## config.mk

```make
export PLATFORM = sky130hd
export DESIGN_NAME = uart_tx
export DESIGN_NICKNAME = d
export VERILOG_FILES = /design/src/rtl/uart_pkg.sv /design/src/rtl/uart_baud_tick.sv /design/src/rtl/uart_tx.sv
export SDC_FILE = /design/constraint.sdc
export NUM_CORES = 1
export LEC_CHECK = 0
export CAP_MARGIN = 5
export CORE_AREA = 2 2 53 55
export DETAILED_ROUTE_END_ITERATION = 6
export DIE_AREA = 0 0 55 57
export HOLD_SLACK_MARGIN = 0.12
export PLACE_DENSITY = 0.82
export SYNTH_ARGS = -nofsm -noshare
export SYNTH_HDL_FRONTEND = slang
export SYNTH_SLANG_ARGS = --single-unit
```

## constraint.sdc

```tcl
create_clock -name clk -period 3.1 [get_ports clk]
set_input_delay 0.93 -clock clk [delete_from_list [all_inputs] [get_ports clk]]
set_output_delay 0.93 -clock clk [all_outputs]
set_load 0.005 [all_outputs]
```

## src/rtl/uart_pkg.sv

```systemverilog
`timescale 1ns / 1ps
// uart_pkg: shared UART types and constants for the TX and RX paths.
// The PARITY state exists only when UART_TX_PARITY_EN is defined.
package uart_pkg;

    localparam int UART_DATA_BITS    = 8;
    localparam int UART_CLKS_PER_BIT = 1250;

    typedef enum logic [2:0] {
        IDLE   = 3'd0,
        START  = 3'd1,
        DATA   = 3'd2,
`ifdef UART_TX_PARITY_EN
        PARITY = 3'd3,
`endif
        STOP   = 3'd4
    } uart_state_t;

endpackage

```

## src/rtl/uart_baud_tick.sv

```systemverilog
`timescale 1ns / 1ps
// uart_baud_tick: bit-period counter; tick marks the last clock of each bit.
// Held at zero while clear is high so every frame starts on a fresh bit.
module uart_baud_tick
    import uart_pkg::*;
#(
    parameter int CLKS_PER_BIT = UART_CLKS_PER_BIT
) (
    input  logic clk,
    input  logic rst,
    input  logic clear,
    output logic tick
);

    localparam int CNT_W = $clog2(CLKS_PER_BIT);
    localparam logic [CNT_W-1:0] LAST = CNT_W'(CLKS_PER_BIT - 1);

    logic [CNT_W-1:0] cnt_q;

    // NOTE: sequential state is only ever updated with non-blocking assignments
    always_ff @(posedge clk or negedge rst) begin
        if (!rst) begin
            cnt_q <= '0;
        end else if (clear || tick) begin
            cnt_q <= '0;
        end else begin
            cnt_q <= cnt_q + CNT_W'(1);
        end
    end

    assign tick = !clear && (cnt_q == LAST);

endmodule

```

## src/rtl/uart_tx.sv

```systemverilog
`timescale 1ns / 1ps
// uart_tx: valid/ready byte in, LSB-first 8N1/8N2 frames out on tx_data.
// Define UART_TX_PARITY_EN to insert an even-parity bit before the stop bits.
module uart_tx
    import uart_pkg::*;
#(
    parameter int CLKS_PER_BIT = UART_CLKS_PER_BIT,
    parameter int STOP_BITS    = 1
) (
    input  logic                      clk,
    input  logic                      rst,
    input  logic [UART_DATA_BITS-1:0] tx,
    input  logic                      tx_valid,
    output logic                      tx_ready,
    output logic                      tx_data,
    output logic                      tx_done
);

    localparam int IDX_W = $clog2(UART_DATA_BITS);
    localparam logic [IDX_W-1:0] LAST_BIT = IDX_W'(UART_DATA_BITS - 1);
    localparam logic LAST_STOP = 1'(STOP_BITS - 1);

    uart_state_t               state_q, state_d;
    logic [UART_DATA_BITS-1:0] shift_q, shift_d;
    logic [IDX_W-1:0]          bit_idx_q, bit_idx_d;
    logic                      stop_idx_q, stop_idx_d;
    logic                      line_q, line_d;
    logic                      done;
    logic                      bit_tick;
    logic                      baud_clear;
`ifdef UART_TX_PARITY_EN
    logic                      parity_q, parity_d;
`endif

    assign baud_clear = (state_q == IDLE);

    uart_baud_tick #(
        .CLKS_PER_BIT(CLKS_PER_BIT)
    ) u_baud (
        .clk  (clk),
        .rst  (rst),
        .clear(baud_clear),
        .tick (bit_tick)
    );

    always_ff @(posedge clk or negedge rst) begin
        if (!rst) begin
            state_q    <= IDLE;
            shift_q    <= '0;
            bit_idx_q  <= '0;
            stop_idx_q <= 1'b0;
            line_q     <= 1'b1;
`ifdef UART_TX_PARITY_EN
            parity_q   <= 1'b0;
`endif
        end else begin
            state_q    <= state_d;
            shift_q    <= shift_d;
            bit_idx_q  <= bit_idx_d;
            stop_idx_q <= stop_idx_d;
            line_q     <= line_d;
`ifdef UART_TX_PARITY_EN
            parity_q   <= parity_d;
`endif
        end
    end

    // The line register is loaded with the level of the *next* cycle, so each
    // transition below also sets the bit that the new state will present.
    always_comb begin
        // NOTE: every output of this block gets a default first, so no path infers a latch
        state_d    = state_q;
        shift_d    = shift_q;
        bit_idx_d  = bit_idx_q;
        stop_idx_d = stop_idx_q;
        line_d     = line_q;
        done       = 1'b0;
`ifdef UART_TX_PARITY_EN
        parity_d   = parity_q;
`endif

        case (state_q)
            IDLE: begin
                line_d = 1'b1;
                if (tx_valid) begin
                    shift_d    = tx;
                    bit_idx_d  = '0;
                    stop_idx_d = 1'b0;
                    line_d     = 1'b0;
                    state_d    = START;
`ifdef UART_TX_PARITY_EN
                    parity_d   = ^tx;
`endif
                end
            end

            START: begin
                if (bit_tick) begin
                    state_d = DATA;
                    line_d  = shift_q[0];
                end
            end

            DATA: begin
                if (bit_tick) begin
                    shift_d = {1'b0, shift_q[UART_DATA_BITS-1:1]};
                    if (bit_idx_q == LAST_BIT) begin
                        bit_idx_d = '0;
`ifdef UART_TX_PARITY_EN
                        state_d   = PARITY;
                        line_d    = parity_q;
`else
                        state_d   = STOP;
                        line_d    = 1'b1;
`endif
                    end else begin
                        bit_idx_d = bit_idx_q + IDX_W'(1);
                        line_d    = shift_q[1];
                    end
                end
            end

`ifdef UART_TX_PARITY_EN
            PARITY: begin
                if (bit_tick) begin
                    state_d = STOP;
                    line_d  = 1'b1;
                end
            end
`endif

            STOP: begin
                line_d = 1'b1;
                if (bit_tick) begin
                    if (stop_idx_q == LAST_STOP) begin
                        state_d = IDLE;
                        done    = 1'b1;
                    end else begin
                        stop_idx_d = stop_idx_q + 1'b1;
                    end
                end
            end

            default: begin
                state_d = IDLE;
                line_d  = 1'b1;
            end
        endcase
    end

    assign tx_ready = (state_q == IDLE);
    assign tx_data  = line_q;
    assign tx_done  = done;

endmodule
```

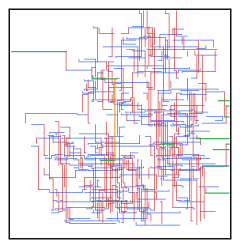
Fig. 1. Signal wires by layer.
(4 px per µm)
blue -> metal 1  # wire length 1160 µm
orange -> metal 4  # wire length 20.4 µm
red -> metal 2  # wire length 1210 µm
green -> metal 3  # wire length 65.5 µm

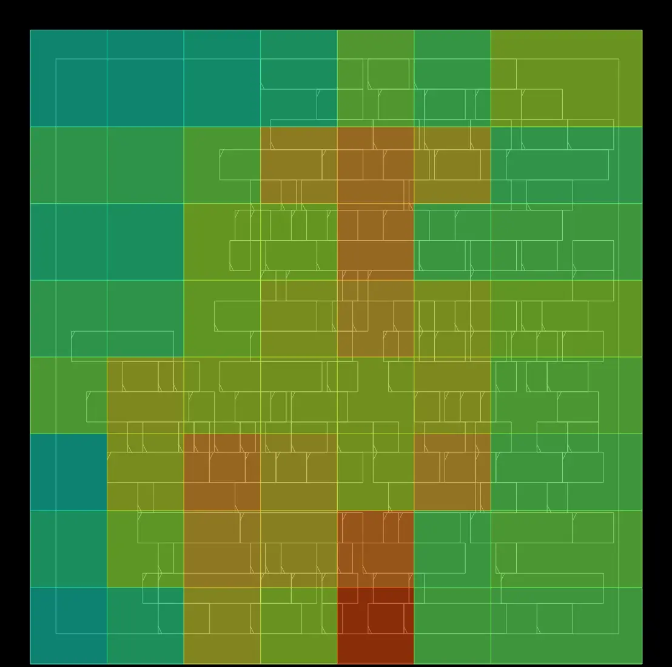
Fig. 2. Congestion heat map.
all-layer global routing usage: 0.1745
grt peak-use layer: met2
global routing met3 resource utilization: 0.01571
final cell utilization of the core: 0.5990
M1 GR Usage: 0.2544

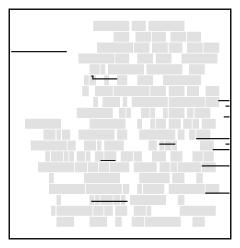
Fig. 3. M3 wires.
(4 px per µm) Cells faint in the background.
wire length on this layer = 65.5 µm
nets with wire on the layer = 12
share of all routed wire = 2.7%
longest straight run = 13.6 µm
main direction = horizontal

-- registers in the layout (all words and copies together) (netlist names) --
name and flops:
shift_q 8, state_q 3, u_baud.cnt_q 11, tx_data 1, bit_idx_q 3
-- per-layer routing --
| metal | part of all wire | global-route usage | vias to the layer above | wire length [µm] |
|---|---|---|---|---|
| li1 | - | - | 461 | - |
| met1 | 0.47 | 0.2544 | 477 | 1162 |
| met2 | 0.49 | 0.2857 | 16 | 1213 |
| met3 | 0.026 | 0.01571 | 2 | 65 |
| met4 | 0.0081 | 0.03136 | 0 | 20 |
| met5 | 0 | 0 | - | 0 |
-- metrics by stage --
step	instance area, µm²	utilization
finish	1567	0.5990
global route	1567	0.5990
CTS	1564	0.5981
detailed placement	1519	0.5809
global placement	1519	0.5809
floorplan	1338	-
==> reports/results.md <==
| Metric | This run |
|---|---|
| Worst hold slack | 508.6 ps |
| Simple-Gate Area Share | 0.2114 |
| Max Root-Sink Buffers | 2 |
| Detail-routed net length per standard cell | 14.56 µm |
| Synth top area cells | sky130_fd_sc_hd__dfrtp_1 47%, sky130_fd_sc_hd__mux2_2 6.7%, sky130_fd_sc_hd__mux2_1 5.9% |
| Core Area | 2615 µm² |
| YS chip area | 1338 µm² |
| Final Hold Vio Count | 0 |
| Top non-seq family | simple AND/OR/NAND/NOR gates |
| Net count reported at finish | 154 |
| Number of antenna-violating nets in the routed design | 0 |
| FA/HA/MAJ Cells, Area Fraction | 0.03742 |
| Req. time, crit path | 2170 ps |
| Time the final worst path needs with I/O delays and setup | 2915 ps |
| Startpoint type of the worst setup path | flop |
| Slack of the worst reg-to-reg path | 790 ps |
| Count of buffer and inverter cells on the critical path | 2 |
| Switching share of power | 0.2968 |
| Violation tally from detailed-route iteration zero | 17 |
| Count of warnings emitted by yosys | 0 |
| Count of multi-input combinational gates | 88 |
| AND-OR/OR-AND Cells, Area Fraction | 0.04771 |
| Top logic cells by instance count in the layout | 25 x sky130_fd_sc_hd__dfrtp_1, 13 x sky130_fd_sc_hd__nor2_1, 12 x sky130_fd_sc_hd__clkdlybuf4s50_1 |
| Register share of the cell area | 0.4161 |
| Crit-path slowest cell | sky130_fd_sc_hd__or4bb_4 |
| Multi-input gate share of the layout cell area | 0.4273 |
| Share of cells above drive strength 1 | 0.1957 |
| Pre-CTS WS | 145.9 ps |
| Combinational gate power | 170 µW |
| Area fraction in mux cells | 0.1263 |
| R2r startpoint | u_baud.cnt_q[1] |
| Timing-limited maximum frequency | 343.1 MHz |
| Power spent charging and discharging nets | 238.0 µW |
| Hold_sp | shift_q[3] |
| Number of flops mapped to enable cells by yosys | 0 |
| Design Power | 801.7 µW |
| Count of state elements after synthesis | 26 |
| Quantity of I/O buffers inserted on ports | 13 |
| Total clock buffers created by CTS | 3 |
| Worst hold path depth | 1 |
| Clock buffers | 4 |
| Number of distinct library cell variants in the gate-level netlist after synthesis | 33 |
| Die area | 3135 µm² |
| Diodes inserted | 0 |
| Most frequently used flop master after synthesis | sky130_fd_sc_hd__dfrtp_1 |
| Delay of the slowest critical-path stage | 490 ps |
| Clock tree cell share of total cell area | 0.02316 |
| Post-synthesis to final-layout area growth | 17.12% |
| XORs/XNORs by Area | 0.06548 |
| Setup WS post-layout | 185.1 ps |
| Number of global-route vias before repair | 938 |
| Critical Path Fanout Max | 2 |
| Routability Congestion | 0.7821 |
| Number of top-level pins | 14 |
| Hold EP | shift_q[3] |
| Worst-path clk slew | 140 ps |
| Final instance count without filler cells | 169 |
| Non-clock buffer area fraction after layout | 0.1038 |
| FF/Latch Area | 651.9 µm² |
| Initial standard-cell utilization of the core | 0.5115 |
| Post-synthesis net count | 136 |
| Tightest slew margin relative to the limit | 0.5360 |
| Global-route congestion overflow total | 0 |
| Fin. max-slew vios | 0 |
| Syn avg cell area | 11.05 µm² |
| Maximum number of pins on one net before global-route repair | 17 |
| Number of clock sinks | 26 |
| Power drawn by the clock network | 171 µW |
| Most area-hungry cell class in the final design | logic gates |
| Number of logic stages on the critical path including buffering | 6 |
| Layout fillers | 227 |
| Detailed placer's ending HPWL | 1857 µm |
| Tally of max-capacitance violations | 0 |
| Slew of the pin with the lowest slew margin | 693.8 ps |
| Async SR Flop Fraction | 1.000 |
| Clock Root Buffer | sky130_fd_sc_hd__clkbuf_4 |
| Leading area contributor after synthesis | sky130_fd_sc_hd__dfrtp_1 |
| Antenna violations before repair | 0 |
| H-tree depth reported by CTS | 1 |
| FF-to-FF End | shift_q[4] |
| DRC violations left | 0 |
| Cell Int Power | 563.7 µW |
| Number of cell instances after yosys synthesis | 121 |
| Fraction of power consumed by combinational cells | 0.212 |
| Arrival @ worst endpoint | 1980 ps |
| Critical path capture point type | primary output |
| Clock tree from TritonCTS | done |
| Sequential-cell power consumption | 461 µW |
| Synthesized instance count | 121 |
| Seq cells | 26 |
| Portion of synthesized cell area occupied by the leading cell type | 0.4677 |
| Number of cells on the worst reg-to-reg path | 6 |
| Final count of negative-setup-slack endpoints | 0 |
| Setup CP Type | reg2out |
| Number of tap instances | 31 |
| Share of total power in the clock network | 0.213 |
| Pwr dens | 511.7 nW/µm² |
| Number of hold buffers added after cts | 0 |
| Post-Place Cells | 165 |
| Number of vias per cell after detailed routing | 5.657 |
| Worst clock skew on the final layout | 2.500 ps |
| Global-route wire length before repair | 4153 µm |
| Most numerous logic cell after layout | sky130_fd_sc_hd__dfrtp_1 |
| Horizontal die size | 55 µm |
| Post-synthesis sequential area ratio | 0.4874 |
| Clock Latency Late Sink | 320 ps |
| Total Neg Setup Slack | 0 ps |
| Seq pwr share | 0.575 |
| Outcome | finished, final reports clean |
| Worst min-delay path category | reg2reg |
| Critical-path cell list | inv_1 > ha_1 > or4bb_4 > nor3_4 > nor4bb_2 > clkbuf_2 |
| Peak ir drop on the vdd network | 0.3311 mV |
| Setup crit end | tx_done |
| Routed via count | 956 |
| Tally of OpenROAD warnings | 27 |
| Post-CTS Repair Setup Buffers | 0 |
| Most common library cells after synthesis | 25 x sky130_fd_sc_hd__dfrtp_1, 13 x sky130_fd_sc_hd__nor2_1, 11 x sky130_fd_sc_hd__nand2_1 |
| Main power group | sequential cells |
| FP Rows | 19 |
| First drt pass iteration count | 4 |
| Die y size | 57 µm |
| Start point of the critical path | u_baud.cnt_q[1] |
| Number of inverters outside the clock class in the layout | 2 |
| Share of the clock period used by the worst path after layout | 0.9403 |
| Non-CTS buffers | 18 |
| Post-CTS sizing | 3 |
| Total wire length | 2461 µm |
| Netlist area before placement | 1338 µm² |
| Leakage | 0.0007076 µW |
| Setup repair after global routing missed its margin | no |
| Synth top cell by count | sky130_fd_sc_hd__dfrtp_1 |
| Area taken by multi-input logic gates | 669.4 µm² |
No activity file was given, so power comes from the tool's default toggle rates.
